### Signal wires on met1, run 1

Bar = 20 um. Cells faint in the background.
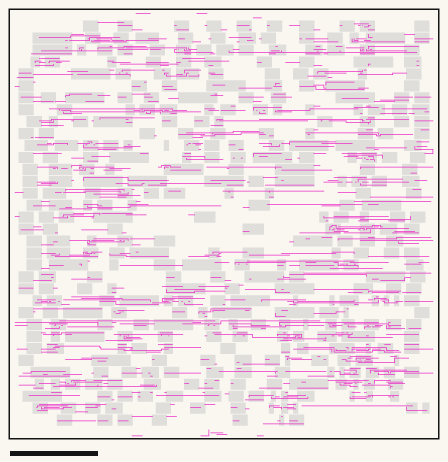
### Met3 routing, run 1

Bar = 20 um.
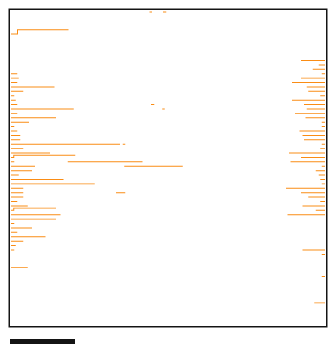
### Clock wiring as the flow saved it, run 1

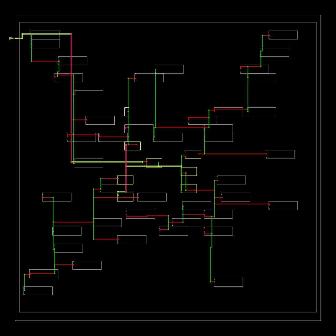
==> src/rtl/msg_writeback_arbiter.sv <==
// Round-robin arbiter sharing the core writeback port among message-unit result sources.
// Optional starvation override: define XCTCMSG_WB_AGE_EN.

package msg_writeback_arbiter_pkg;

    typedef struct packed {
        logic [31:0] value;
        logic [4:0]  register;
        logic        passthrough;
    } writeback_arbiter_data_t;

    localparam int WB_DATA_W = $bits(writeback_arbiter_data_t);

endpackage

module msg_writeback_arbiter
    import msg_writeback_arbiter_pkg::*;
#(
    parameter int NUM_REQ  = 3,
    parameter int MAX_WAIT = 8,
    localparam int IDX_W   = $clog2(NUM_REQ)
) (
    input  logic                               clk,
    input  logic                               rst_n,
    input  logic                               flush,
    input  logic [NUM_REQ-1:0]                 req_valid,
    output logic [NUM_REQ-1:0]                 req_acknowledge,
    input  logic [NUM_REQ-1:0][WB_DATA_W-1:0]  req_data,
    output logic                               wb_valid,
    input  logic                               wb_ready,
    output logic [WB_DATA_W-1:0]               wb_data,
    output logic [IDX_W-1:0]                   wb_source
);

    localparam logic [IDX_W:0]   NUM_REQ_W = (IDX_W+1)'(NUM_REQ);
    localparam logic [IDX_W-1:0] LAST_IDX  = IDX_W'(NUM_REQ - 1);

    if (NUM_REQ < 2 || MAX_WAIT < 1) begin : g_bad_cfg
        $error("msg_writeback_arbiter: NUM_REQ must be >= 2 and MAX_WAIT >= 1");
    end

    logic                 out_valid;
    logic [IDX_W-1:0]     rr_ptr;
    logic                 cap_en;
    logic                 grant_any;
    logic [IDX_W-1:0]     grant_idx;
    logic [IDX_W:0]       scan_idx;
    logic [NUM_REQ-1:0]   ack_int;

`ifdef XCTCMSG_WB_AGE_EN
    localparam int CNT_W = $clog2(MAX_WAIT + 1);
    localparam logic [CNT_W-1:0] MAX_WAIT_C = CNT_W'(MAX_WAIT);

    logic [CNT_W-1:0] wait_cnt [NUM_REQ];
    logic             aged_any;
`endif

    assign cap_en   = (!out_valid || wb_ready) && !flush;
    assign wb_valid = out_valid;

    always_comb begin
        grant_any = 1'b0;
        grant_idx = '0;
        scan_idx  = '0;
        for (int unsigned k = 0; k < NUM_REQ; k++) begin
            // Scan starts at rr_ptr; explicit wrap keeps non-power-of-two counts correct.
            scan_idx = {1'b0, rr_ptr} + (IDX_W+1)'(k);
            if (scan_idx >= NUM_REQ_W) begin
                scan_idx = scan_idx - NUM_REQ_W;
            end
            if (!grant_any && req_valid[scan_idx[IDX_W-1:0]]) begin
                grant_any = 1'b1;
                grant_idx = scan_idx[IDX_W-1:0];
            end
        end
`ifdef XCTCMSG_WB_AGE_EN
        aged_any = 1'b0;
        for (int unsigned i = 0; i < NUM_REQ; i++) begin
            if (!aged_any && req_valid[i] && wait_cnt[i] == MAX_WAIT_C) begin
                aged_any  = 1'b1;
                grant_any = 1'b1;
                grant_idx = IDX_W'(i);
            end
        end
`endif
    end

    always_comb begin
        ack_int = '0;
        if (cap_en && grant_any) begin
            ack_int[grant_idx] = 1'b1;
        end
    end

    // Reset gates only the outgoing acknowledge so no requester sees a grant during reset.
    assign req_acknowledge = ack_int & {NUM_REQ{rst_n}};

    always_ff @(posedge clk or negedge rst_n) begin
        if (!rst_n) begin
            out_valid <= 1'b0;
            rr_ptr    <= '0;
            wb_data   <= '0;
            wb_source <= '0;
        end else begin
            if (flush) begin
                out_valid <= 1'b0;
            end else if (|ack_int) begin
                out_valid <= 1'b1;
                wb_data   <= req_data[grant_idx];
                wb_source <= grant_idx;
                rr_ptr    <= (grant_idx == LAST_IDX) ? '0 : grant_idx + 1'b1;
            end else if (wb_ready) begin
                out_valid <= 1'b0;
            end
        end
    end

`ifdef XCTCMSG_WB_AGE_EN
    always_ff @(posedge clk or negedge rst_n) begin
        if (!rst_n) begin
            for (int unsigned i = 0; i < NUM_REQ; i++) begin
                wait_cnt[i] <= '0;
            end
        end else begin
            for (int unsigned i = 0; i < NUM_REQ; i++) begin
                if (flush || !req_valid[i] || ack_int[i]) begin
                    wait_cnt[i] <= '0;
                end else if (wait_cnt[i] != MAX_WAIT_C) begin
                    wait_cnt[i] <= wait_cnt[i] + 1'b1;
                end
            end
        end
    end
`endif

    for (genvar g = 0; g < NUM_REQ; g++) begin : g_req_chk
        a_valid_held: assert property (@(posedge clk) disable iff (!rst_n)
            (req_valid[g] && !req_acknowledge[g] && !flush) |=> req_valid[g]);
        a_data_stable: assert property (@(posedge clk) disable iff (!rst_n)
            (req_valid[g] && !req_acknowledge[g] && !flush) |=> $stable(req_data[g]));
    end

    a_wb_stable: assert property (@(posedge clk) disable iff (!rst_n)
        (wb_valid && !wb_ready) |=> $stable(wb_data) && $stable(wb_source));

endmodule

==> config.mk <==
export PLATFORM = sky130hd
export DESIGN_NAME = msg_writeback_arbiter
export DESIGN_NICKNAME = d
export VERILOG_FILES = /design/src/rtl/msg_writeback_arbiter.sv
export SDC_FILE = /design/constraint.sdc
export NUM_CORES = 1
export LEC_CHECK = 0
export CAP_MARGIN = 10
export CELL_PAD_IN_SITES_DETAIL_PLACEMENT = 1
export CELL_PAD_IN_SITES_GLOBAL_PLACEMENT = 1
export CORE_MARGIN = 1
export CORE_UTILIZATION = 29
export CTS_CLUSTER_SIZE = 25
export DETAILED_ROUTE_END_ITERATION = 8
export PLACE_DENSITY_LB_ADDON = 0.1
export SYNTH_ARGS = -nofsm -noshare
export SYNTH_HDL_FRONTEND = slang
export SYNTH_SLANG_ARGS = --single-unit
==> constraint.sdc <==
create_clock -name clk -period 6.96 [get_ports clk]
set_input_delay 1.392 -clock clk [delete_from_list [all_inputs] [get_ports clk]]
set_output_delay 1.392 -clock clk [all_outputs]
set_load 0.01 [all_outputs]
==> metrics.csv, run 1 <==
metric,value,unit
outcome,completed,
wire_per_inst,17.1,um
fillCellCount,972,
wl_met1,3.41,mm
top_signal_layer_used,met4,
endpoint,req_acknowledge[1],
vias_per_cell,5.00,
layout.cells.most_common,clkdlybuf4s50_1,
clock_path_buffers,2,
initCoreUtil,30.2,%
finalInstanceArea,4420,um2
hold_path.class,register to register,
finalCriticalPeriod,5.30,ns
diodes,0,
p_sw_share,37.3,%
worstSetupStartpointType,input port,
htree_levels,2,
ctsResizeCount,0,
die-area,9510,um2
end_kind,primary output,
synthCells,222,
p_switching,676,uW
grt_max_degree,49,
drv_slew,0,
yosys_cells,222,
warning_count,29,
avgSynthCellArea,11.9,um2
reg2reg_depth,9,
grt_pass1_vias,2674,
area_growth_syn_to_layout,67.0,%
root_buffer,clkbuf_8,
drt_iter0_drc,60,
cts_setup_buffers,0,
path_class,input port to primary output,
met2_length,4.29,mm
hpwl,6.25,mm
grt_pass1_wl,13.5,mm
ir_drop,0.000226,V
-- 'Signal wires on met1' (at the start) --
longest straight run: 42.8 um
nets with wire on the layer: 419
main direction: horizontal

-- 'Met3 routing' (at the start) --
main direction: horizontal
share of all routed wire: 6.5%
longest straight run: 33.4 um

-- 'Clock wiring as the flow saved it' (at the start) --
# clk buffers: 8
flip-flops: 43
clock latency on the worst-skew pair: 0.28 ns
CTS Buf Count: 5

run 1: through the flow:
stage               hold WS [ns]  worst slack [ns]
finish                     0.484              1.66
global route               0.508              1.46
CTS                        0.490              1.62
detailed placement         0.471              1.62
global placement           0.461              1.69
floorplan                  0.495              2.71
run 1: worst max-delay path: stages:
cell	delay, ns
clkdlybuf4s50_1	0.57
nand2_1	0.08
o22a_2	0.26
o221a_2	0.30
nor3_4	0.18
buf_4	0.33
inv_1	0.11
nor2_1	0.12
clkdlybuf4s50_1	0.56
run 1: layout make-up:
cell class | count | area share (%)
clock buffers | 8 | 2.27
repair buffers | 168 | 37.7
multi-input cells | 156 | 32.1
flip-flops and latches | 43 | 24.3
well taps | 108 | 3.06
inverters | 6 | 0.510
run 1: worst min-delay path by stage:
stage,startpoint,to,slack [ns],cells past startpoint
detailed placement,wb_source[1]$_DFFE_PN0P_,wb_source[1]$_DFFE_PN0P_,0.47,1
global placement,wb_source[1]$_DFFE_PN0P_,wb_source[1]$_DFFE_PN0P_,0.46,1
CTS,wb_source[1]$_DFFE_PN0P_,wb_source[1]$_DFFE_PN0P_,0.49,1
global route,wb_source[1]$_DFFE_PN0P_,wb_source[1]$_DFFE_PN0P_,0.51,1
finish,wb_source[1]$_DFFE_PN0P_,wb_source[1]$_DFFE_PN0P_,0.48,1
floorplan,rr_ptr[1]$_DFFE_PN0P_,rr_ptr[1]$_DFFE_PN0P_,0.49,2
run 1: power by group through the flow:
stage               sequential, mW  combinational, mW  clock (mW)
floorplan                    0.485              0.760           0
global placement             0.432               1.21           0
detailed placement           0.435               1.22           0
CTS                          0.434               1.23       0.182
global route                 0.450               1.30       0.189
finish                       0.432               1.20       0.174
run 1: synth_stat cells:
library cell | instances | share of area [%]
a211oi_1 | 1 | 0.28
a21o_1 | 1 | 0.28
a21oi_1 | 1 | 0.19
a221o_1 | 39 | 15
and2_0 | 9 | 2.1
and2_1 | 29 | 6.9
buf_2 | 1 | 0.19
buf_4 | 3 | 0.85
buf_6 | 9 | 3.8
clkbuf_1 | 4 | 0.57
dfrtp_1 | 43 | 41
ha_1 | 4 | 1.9
inv_1 | 6 | 0.85
mux2_1 | 18 | 7.7
mux2_2 | 10 | 4.3
mux2_4 | 10 | 5.7
mux2i_1 | 3 | 1.1
nand2_1 | 6 | 0.85
nand2b_1 | 1 | 0.24
nand3b_1 | 2 | 0.57
nor2_1 | 6 | 0.85
nor3_2 | 1 | 0.38
nor3_4 | 1 | 0.61
nor4_4 | 1 | 0.80
nor4b_1 | 1 | 0.33
o21a_1 | 1 | 0.28
o21ai_0 | 4 | 0.76
o21ai_2 | 2 | 0.66
o21bai_1 | 1 | 0.28
o221a_2 | 1 | 0.43
o22a_2 | 1 | 0.38
o31ai_1 | 1 | 0.28
or2_1 | 1 | 0.24
run 1: cells by family after synthesis:
family	share of synthesized area, %
flops	40.7
fa+ha+maj	1.89
buf+inv	6.29
mux	18.7
compound gates	18.6
simple gates	13.9
run 1: state kept, by name, summed over array words and instances, names as in the netlist:
signal and flops:
wb_valid 1, wb_source 2, wb_data 38, rr_ptr 2
### Cell sizes after repair, run 1

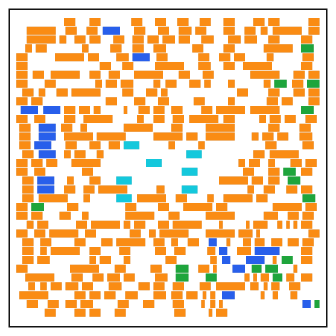

==> run 1 -> run 2 <==
--- a/config.mk
+++ b/config.mk
@@ -9,7 +9,7 @@
 export CELL_PAD_IN_SITES_DETAIL_PLACEMENT = 1
 export CELL_PAD_IN_SITES_GLOBAL_PLACEMENT = 1
 export CORE_MARGIN = 1
-export CORE_UTILIZATION = 29
+export CORE_UTILIZATION = 27
 export CTS_CLUSTER_SIZE = 25
 export DETAILED_ROUTE_END_ITERATION = 8
 export PLACE_DENSITY_LB_ADDON = 0.1
==> constraint.sdc (replaced) <==
create_clock -name clk -period 5.1 [get_ports clk]
set_input_delay 1.02 -clock clk [delete_from_list [all_inputs] [get_ports clk]]
set_output_delay 1.02 -clock clk [all_outputs]
set_load 0.01 [all_outputs]
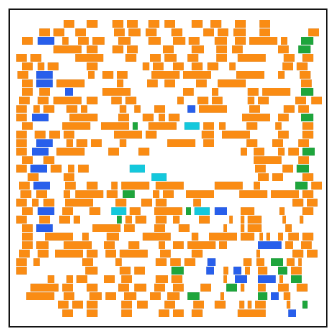
*Cell sizes after repair, run 2*
[_6 and larger] cyan | cells: 5
[_2 cells] green | cells: 19
[_3 and _4 cells] blue | cells: 21
[_0 and _1 cells] orange | cells: 339

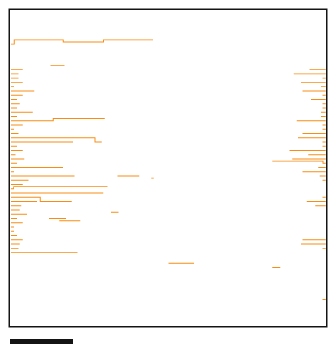
*Met3 routing, run 2*
Bar = 20 um.
main direction: horizontal
longest straight run: 29.9 um
share of all routed wire: 6.2%
wire length on this layer: 548 um

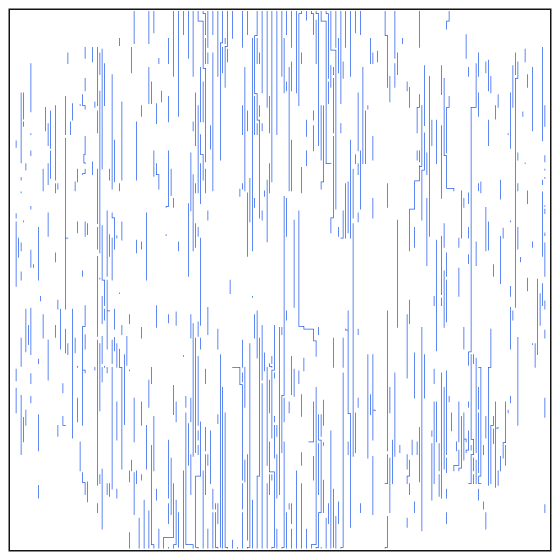
*The metal 2 layer, run 2*
share of all routed wire: 52%
longest straight run: 45.7 um
nets with wire on the layer: 461

==> run 2 against run 1 <==
Design area up 0.74%. Sequential share of layout area shrank 0.18 points. Utilization decreased by 2.9 points. First-iteration DRC count rose by 15%. Clock-buffer cell count shrank 3. Wire length is 5.8% higher. Clock power rose by 24%. Synthesized cell count unchanged. Non-clock buffer count is 3 higher. Clock skew rose by 0.0016 ns. Worst setup slack got worse by 0.98 ns.
==> metrics.csv, run 2 <==
metric,value,unit,change
avgSynthCellArea,11.9,um2,unchanged
drt_iter0_drc,69,,+15%
vias_per_cell,4.81,,-3.9%
edf_count,0,,unchanged
htree_levels,2,,unchanged
whs,0.481,ns,-0.00287 ns
endpoint,req_acknowledge[0],,
synthCells,222,,unchanged
layout.cells.most_common,clkdlybuf4s50_1,,
reg.largest.list,"wb_data (38), rr_ptr (2), wb_source (2)",,
yosys_cells,222,,unchanged
async_reset_ff_share,100,%,unchanged
grt_pass1_wl,13.8,mm,+2.5%
crit_required,4.08,ns,
initCoreUtil,28.2,%,-2.0 points
reg2reg_depth,10,,+1
top_cells_by_count,"dfrtp_1, a221o_1, and2_1",,
area_growth_syn_to_layout,68.2,%,
place_ws,0.701,ns,-0.921 ns
layout_setup_ws,0.686,ns,-0.978 ns
end_kind,primary output,,
clk_latency,0.30,ns,+0.02 ns
clock_path_buffers,2,,unchanged
finalCriticalPeriod,4.41,ns,
yosysTopAreaCellShare,40.7,%,unchanged
cts_setup_buffers,0,,unchanged
root_buffer,clkbuf_8,,
hpwl,6.65,mm,+6.5%
warning_count,29,,unchanged
fin_skew,0.00595,ns,
die-area,10200,um2,+7.3%
outcome,completed,,
worstSetupStartpointType,input port,,
grt_max_degree,49,,unchanged
wire_per_inst,17.2,um,+0.89%
drv_slew,0,,unchanged
hp-start,wb_source[0]$_DFFE_PN0P_,,
synth.most_common_cell,dfrtp_1,,
ir_drop,0.000209,V,-7.4%
synth_area_leader_cell,dfrtp_1,,
top_register,wb_data,,
largest_reg_flops,38,,unchanged
run 2: cell count changes in the layout (fill, tap and decap cells not counted), sizes merged:
cell,delta
buf,+3
clkbuf,-3
clkinv,+3
run 2: cells by family after synthesis:
group | share of synthesized area (%)
DFF | 40.7
muxes | 18.7
buffers and inverters | 6.29
and+or+nand+nor | 13.9
AOI/OAI and AO/OA | 18.6
adders and majority gates | 1.89
run 2: final cells by class:
class / instances / area share (%)
inverters: 6 / 0.506
multi-input cells: 156 / 31.9
flip-flops and latches: 43 / 24.2
clock inverters: 3 / 0.337
clock buffers: 5 / 1.55
repair buffers: 171 / 37.9
well taps: 129 / 3.63
run 2: worst min-delay path by stage:
| stage | endpoint | slack, ns | depth (start not counted) |
|---|---|---|---|
| after floorplan | rr_ptr[1]$_DFFE_PN0P_ | 0.49 | 2 |
| after global placement | wb_source[1]$_DFFE_PN0P_ | 0.46 | 1 |
| after detailed placement | wb_source[0]$_DFFE_PN0P_ | 0.47 | 2 |
| after CTS | wb_source[0]$_DFFE_PN0P_ | 0.49 | 2 |
| after global routing | wb_source[1]$_DFFE_PN0P_ | 0.52 | 1 |
| final | wb_source[0]$_DFFE_PN0P_ | 0.48 | 2 |
run 2: per-layer routing:
| metal | global-route usage (%) | part of all wire (%) | vias up |
|---|---|---|---|
| met5 | 0 | 0 | - |
| met4 | 4.35 | 0.62 | 0 |
| met3 | 4.30 | 6.2 | 4 |
| met2 | 34.4 | 52 | 91 |
| met1 | 19.2 | 41 | 1218 |
| li1 | - | - | 1154 |
run 2: metrics by stage:
| step | total power [mW] | area, um2 | std cells |
|---|---|---|---|
| final | 2.47 | 4450 | 513 |
| after global routing | 2.66 | 4450 | 513 |
| after CTS | 2.52 | 4450 | 513 |
| after detailed placement | 2.29 | 4370 | 505 |
| after global placement | 2.26 | 4370 | 505 |
| after floorplan | 1.70 | 2650 | 222 |
run 2: worst max-delay path: stages:
cell and delay (ns):
clkdlybuf4s50_1 0.58, mux2i_1 0.12, o21ai_2 0.25, nor2_1 0.08
a221o_1 0.33, or2_1 0.26, nor3_2 0.18, clkdlybuf4s50_1 0.56
run 2: power breakdown:
part           internal, mW  switching [mW]
clock                0.0940           0.122
combinational         0.927           0.737
sequential            0.509          0.0834
No activity file was given, so power comes from the tool's default toggle rates.
